[src/rtl/serial_subtractor_if.sv]
// Start/done handshake and operand/result bus for the bit-serial subtractor.
interface serial_subtractor_if #(
  parameter int unsigned WIDTH = 8
);
  logic             start;
  logic [WIDTH-1:0] a;
  logic [WIDTH-1:0] b;
  logic             busy;
  logic             done;
  logic [WIDTH-1:0] diff;
  logic             borrow_out;
  logic             ovf;

  modport master (
    output start, a, b,
    input  busy, done, diff, borrow_out, ovf
  );

  modport slave (
    input  start, a, b,
    output busy, done, diff, borrow_out, ovf
  );
endinterface

[src/rtl/serial_subtractor.sv]
// Bit-serial two's-complement subtractor: diff = a - b, one bit per clock, LSB first,
// with a single registered borrow. Result registers update only on completion.
module serial_subtractor #(
  parameter int unsigned WIDTH = 8
) (
  input logic               clk,
  input logic               rst_n,
  serial_subtractor_if.slave bus
);
  localparam int unsigned CW = (WIDTH > 1) ? $clog2(WIDTH) : 1;

  localparam logic [1:0] IDLE  = 2'd0;
  localparam logic [1:0] SHIFT = 2'd1;
  localparam logic [1:0] DONE  = 2'd2;

  logic [1:0]       state;
  logic [WIDTH-1:0] a_sh;
  logic [WIDTH-1:0] b_sh;
  logic [WIDTH-1:0] res_sh;
  logic [CW-1:0]    cnt;
  logic             br;
  logic             a_msb;
  logic             b_msb;

  logic             busy_r;
  logic             done_r;
  logic [WIDTH-1:0] diff_r;
  logic             borrow_r;
  logic             ovf_r;

  logic             d;
  logic             br_next;
  logic [WIDTH-1:0] res_next;
  logic             last_bit;

  always_comb begin
    d        = a_sh[0] ^ b_sh[0] ^ br;
    br_next  = (~a_sh[0] & b_sh[0]) | (~(a_sh[0] ^ b_sh[0]) & br);
    res_next = {d, res_sh[WIDTH-1:1]};
    last_bit = (cnt == CW'(WIDTH - 1));
  end

  always_ff @(posedge clk) begin
    if (!rst_n) begin
      state    <= IDLE;
      a_sh     <= '0;
      b_sh     <= '0;
      res_sh   <= '0;
      cnt      <= '0;
      br       <= 1'b0;
      a_msb    <= 1'b0;
      b_msb    <= 1'b0;
      busy_r   <= 1'b0;
      done_r   <= 1'b0;
      diff_r   <= '0;
      borrow_r <= 1'b0;
      ovf_r    <= 1'b0;
    end else begin
      case (state)
        IDLE: begin
          done_r <= 1'b0;
          if (bus.start) begin
            a_sh   <= bus.a;
            b_sh   <= bus.b;
            a_msb  <= bus.a[WIDTH-1];
            b_msb  <= bus.b[WIDTH-1];
            res_sh <= '0;
            br     <= 1'b0;
            cnt    <= '0;
            busy_r <= 1'b1;
            state  <= SHIFT;
          end
        end
        SHIFT: begin
          res_sh <= res_next;
          a_sh   <= a_sh >> 1;
          b_sh   <= b_sh >> 1;
          br     <= br_next;
          if (last_bit) begin
            // Publish from res_next so the final bit lands together with the rest.
            diff_r   <= res_next;
            borrow_r <= br_next;
            ovf_r    <= (a_msb != b_msb) & (d != a_msb);
            done_r   <= 1'b1;
            cnt      <= '0;
            state    <= DONE;
          end else begin
            cnt <= cnt + CW'(1);
          end
        end
        DONE: begin
          done_r <= 1'b0;
          busy_r <= 1'b0;
          state  <= IDLE;
        end
        default: state <= IDLE;
      endcase
    end
  end

  assign bus.busy       = busy_r;
  assign bus.done       = done_r;
  assign bus.diff       = diff_r;
  assign bus.borrow_out = borrow_r;
  assign bus.ovf        = ovf_r;
endmodule

[src/flat_wrapper.sv]
// flat-port wrapper written by rule: the top's interface ports become plain ports
module serial_subtractor_flat 
#(
  parameter int unsigned WIDTH = 8
)
  (clk, rst_n, bus_start, bus_a, bus_b, bus_busy, bus_done, bus_diff, bus_borrow_out, bus_ovf);
  serial_subtractor_if #(.WIDTH(WIDTH)) bus_i ();
  input logic clk;
  input logic rst_n;
  input wire logic [$bits(bus_i.start)-1:0] bus_start;
  input wire logic [$bits(bus_i.a)-1:0] bus_a;
  input wire logic [$bits(bus_i.b)-1:0] bus_b;
  output wire logic [$bits(bus_i.busy)-1:0] bus_busy;
  output wire logic [$bits(bus_i.done)-1:0] bus_done;
  output wire logic [$bits(bus_i.diff)-1:0] bus_diff;
  output wire logic [$bits(bus_i.borrow_out)-1:0] bus_borrow_out;
  output wire logic [$bits(bus_i.ovf)-1:0] bus_ovf;
  assign bus_i.start = bus_start;
  assign bus_i.a = bus_a;
  assign bus_i.b = bus_b;
  assign bus_busy = bus_i.busy;
  assign bus_done = bus_i.done;
  assign bus_diff = bus_i.diff;
  assign bus_borrow_out = bus_i.borrow_out;
  assign bus_ovf = bus_i.ovf;
  serial_subtractor #(.WIDTH(WIDTH)) u_core (.clk(clk), .rst_n(rst_n), .bus(bus_i));
endmodule
[config.mk]
export PLATFORM = sky130hd
export DESIGN_NAME = serial_subtractor_flat
export DESIGN_NICKNAME = d
export VERILOG_FILES = /design/src/rtl/serial_subtractor_if.sv /design/src/rtl/serial_subtractor.sv /design/src/flat_wrapper.sv
export SDC_FILE = /design/constraint.sdc
export NUM_CORES = 1
export LEC_CHECK = 0
export CORE_AREA = 2 2 72 61
export DETAILED_ROUTE_END_ITERATION = 6
export DIE_AREA = 0 0 74 63
export GPL_ROUTABILITY_DRIVEN = 1
export PLACE_DENSITY = 0.71
export SYNTH_ARGS = -nofsm -noshare
export SYNTH_HDL_FRONTEND = slang
export SYNTH_SLANG_ARGS = --single-unit
[constraint.sdc]
create_clock -name clk -period 1.6 [get_ports clk]
set_input_delay 0.48 -clock clk [delete_from_list [all_inputs] [get_ports clk]]
set_output_delay 0.48 -clock clk [all_outputs]
set_load 0.01 [all_outputs]
**Pin map**

The bar under the picture is 20 µm long. Pins as bars across the die edge, other pins in grey.
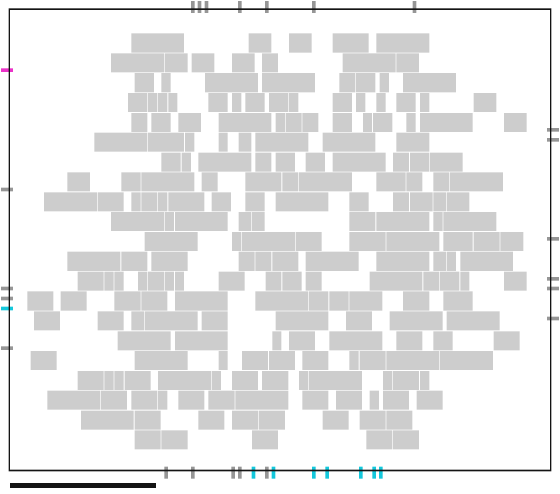
[cyan] bus_b | pins: 8 | direction: input | edge: 7 bottom, 1 left
[magenta] clk | pins: 1 | direction: input | edge: left
I/O Buffers: 30
Die H: 63 µm

**Placement view**

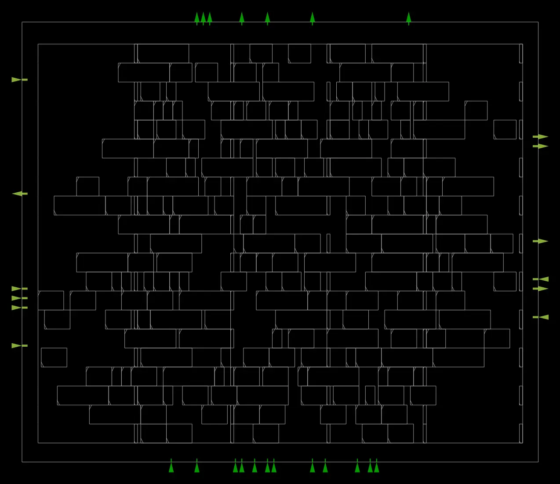
flop count: 43
# fillers: 343

**Drive-strength map**

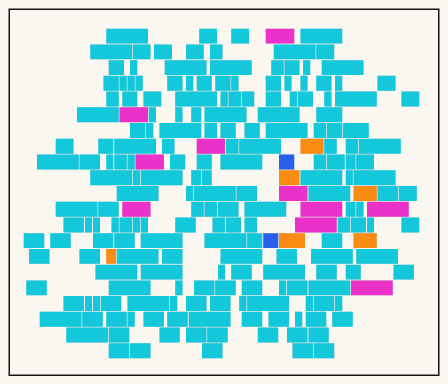
[magenta] drive 6 and up | cells: 10 | share: 4.7%
[blue] drive 3 to 4 | cells: 2 | share: 0.94%
[orange] drive 2 | cells: 6 | share: 2.8%
[cyan] drive 1 or less | cells: 194 | share: 92%
Design Area, Final: 2280 µm²
final setup margin: 154 ps

**Cell density map**

The die is cut into 7 by 6 equal tiles; white is low, dark blue is high, 0 to 100% covered.
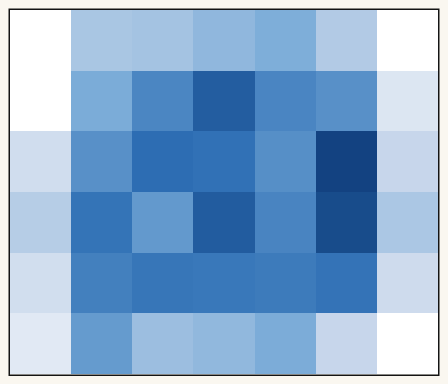
mean over tiles: 48%
nearly empty tiles: 9.5%
emptiest ninth of the die: upper left
tiles over 75% full: 12%
densest ninth of the die: centre
FP Util: 45.9%
core area: 3970 µm²
fin util: 57.6%

==> flow_metrics.py <==
# Metrics from the implementation run
metrics = {
    "cells_and_area": {
        "drive_above_1_share_pct": 8.49,
        "finalNetCount": 234,
        "syn_to_final_growth_pct": 25.6,
    },
    "grt": {
        "met3_usage_pct": 5.00,
        "grt_pass1_wl_mm": 5.81,
        "antenna_found_initial": 0,
        "busiest_layer": "met2",
        "grt_usage_pct": 15.9,
        "grt_overflow": 0,
        "grt_use_met2_pct": 23.5,
        "first_global_vias": 1280,
        "grt_max_degree": 44,
    },
    "worst_setup_path": {
        "worstPathArrival_ps": 1630,
        "crit_path_end_kind": "register",
        "cp_slowest_cell": "dfxtp_1",
        "worstSetupPathType": "register to register",
        "path_cells": "ha_1 -> ha_1 -> and3b_2 -> o21ai_0 -> a21oi_1",
        "r2r_start": "u_core.cnt[0]",
        "path_common_cell": "ha_1",
        "crit_path_start": "u_core.cnt[0]",
        "start_kind": "register",
        "required_ps": 1780,
        "r2r_end": "u_core.bus.ovf",
        "r2r_cells": 5,
        "cp_top_family": "adder cells",
    },
    "cts": {
        "clk_pin_slew_ps": 80,
        "root_buffer": "clkbuf_8",
        "postCtsHoldBufs": 0,
        "tritoncts": "done",
        "cts_setup_buffers": 0,
        "clockBufferDepth": 2,
        "post_cts_resized": 12,
        "h-tree-depth": 2,
    },
    "logic_synthesis": {
        "fa_ha_area_share_pct": 2.48,
        "synth_area_um2": 1820,
        "muxShareOfSynthArea_pct": 8.80,
        "ys_area_um2": 1820,
        "synthCells": 182,
        "ys_sh_aoi_pct": 19.6,
        "yosys-stat-cells": 182,
        "xor_share_pct": 0,
        "yosysWarningCount": 0,
        "top_area_share_pct": 47.3,
        "yosys-top-cells-count": "dfxtp_1, nand2_1, mux2i_1, nor2b_1, o211a_1",
        "yosys.cell_types.count": 31,
        "async_flop_share_pct": 0,
        "synth_seq_share_pct": 47.3,
        "edf_count": 0,
        "syn_nets": 204,
    },
    "route": {
        "wl_met1_mm": 1.65,
        "wl_per_cell_um": 12.6,
        "top_layer_used": "met4",
        "vias": 1335,
        "ant_nets": 0,
        "drt_first_pass_iters": 4,
        "drc": 0,
        "drt_iter0_drc": 58,
    },
    "job": {
        "drv_cap": 0,
    },
    "timing": {
        "min_period_over_period_pct": 90.4,
        "max_freq_mhz": 692,
        "hold_violations": 0,
        "max-slew-margin-rel_pct": 71.5,
        "fin_hold_ws_ps": 461,
        "fin_setup_tns_ps": 0,
        "setup_viol": 0,
    },
    "power": {
        "powerDensity_nw_per_um2": 932,
        "power.total_uw": 2130,
        "vdd_drop_max_uv": 437,
        "leakage_uw": 0.00102,
    },
    "floorplan": {
        "rows": 21,
        "ios": 31,
        "fp.dieW_um": 74,
    },
    "hold_path": {
        "hold_end": "u_core.bus.diff[3]",
        "hold-path-cell-count": 2,
        "min-delay-start": "u_core.bus.diff[3]",
    },
    "placed_design": {
        "placed_area_um2": 2210,
        "hpwl_mm": 2.29,
        "gp_congestion": 0.722,
        "dpl.cell_count": 262,
    },
    "status": {
        "status": "finished clean",
    },
}
-- area by class of cell --
cell class | count | area [µm²] | area share [%]
clock buffers | 6 | 82.6 | 3.61
clock inverters | 1 | 5.00 | 0.219
inverters | 4 | 15.0 | 0.657
multi-input cells | 122 | 870 | 38.1
flip-flops and latches | 43 | 861 | 37.7
well taps | 57 | 71.3 | 3.12
repair buffers | 36 | 380 | 16.6
-- worst register-to-register path, cell delays in order (launching register included) --
cell,delay (ps)
dfxtp_1,330
ha_1,200
ha_1,230
and3b_2,320
o21ai_0,200
a21oi_1,60
-- report_power, final --
group / leakage, µW / total (µW) / internal [µW] / switching (µW)
logic: 0.000622 / 287 / 164 / 122
registers: 0.000351 / 1150 / 1120 / 34.1
clock network: 0.0000470 / 689 / 339 / 350
Power and IR drop assume default switching activity.
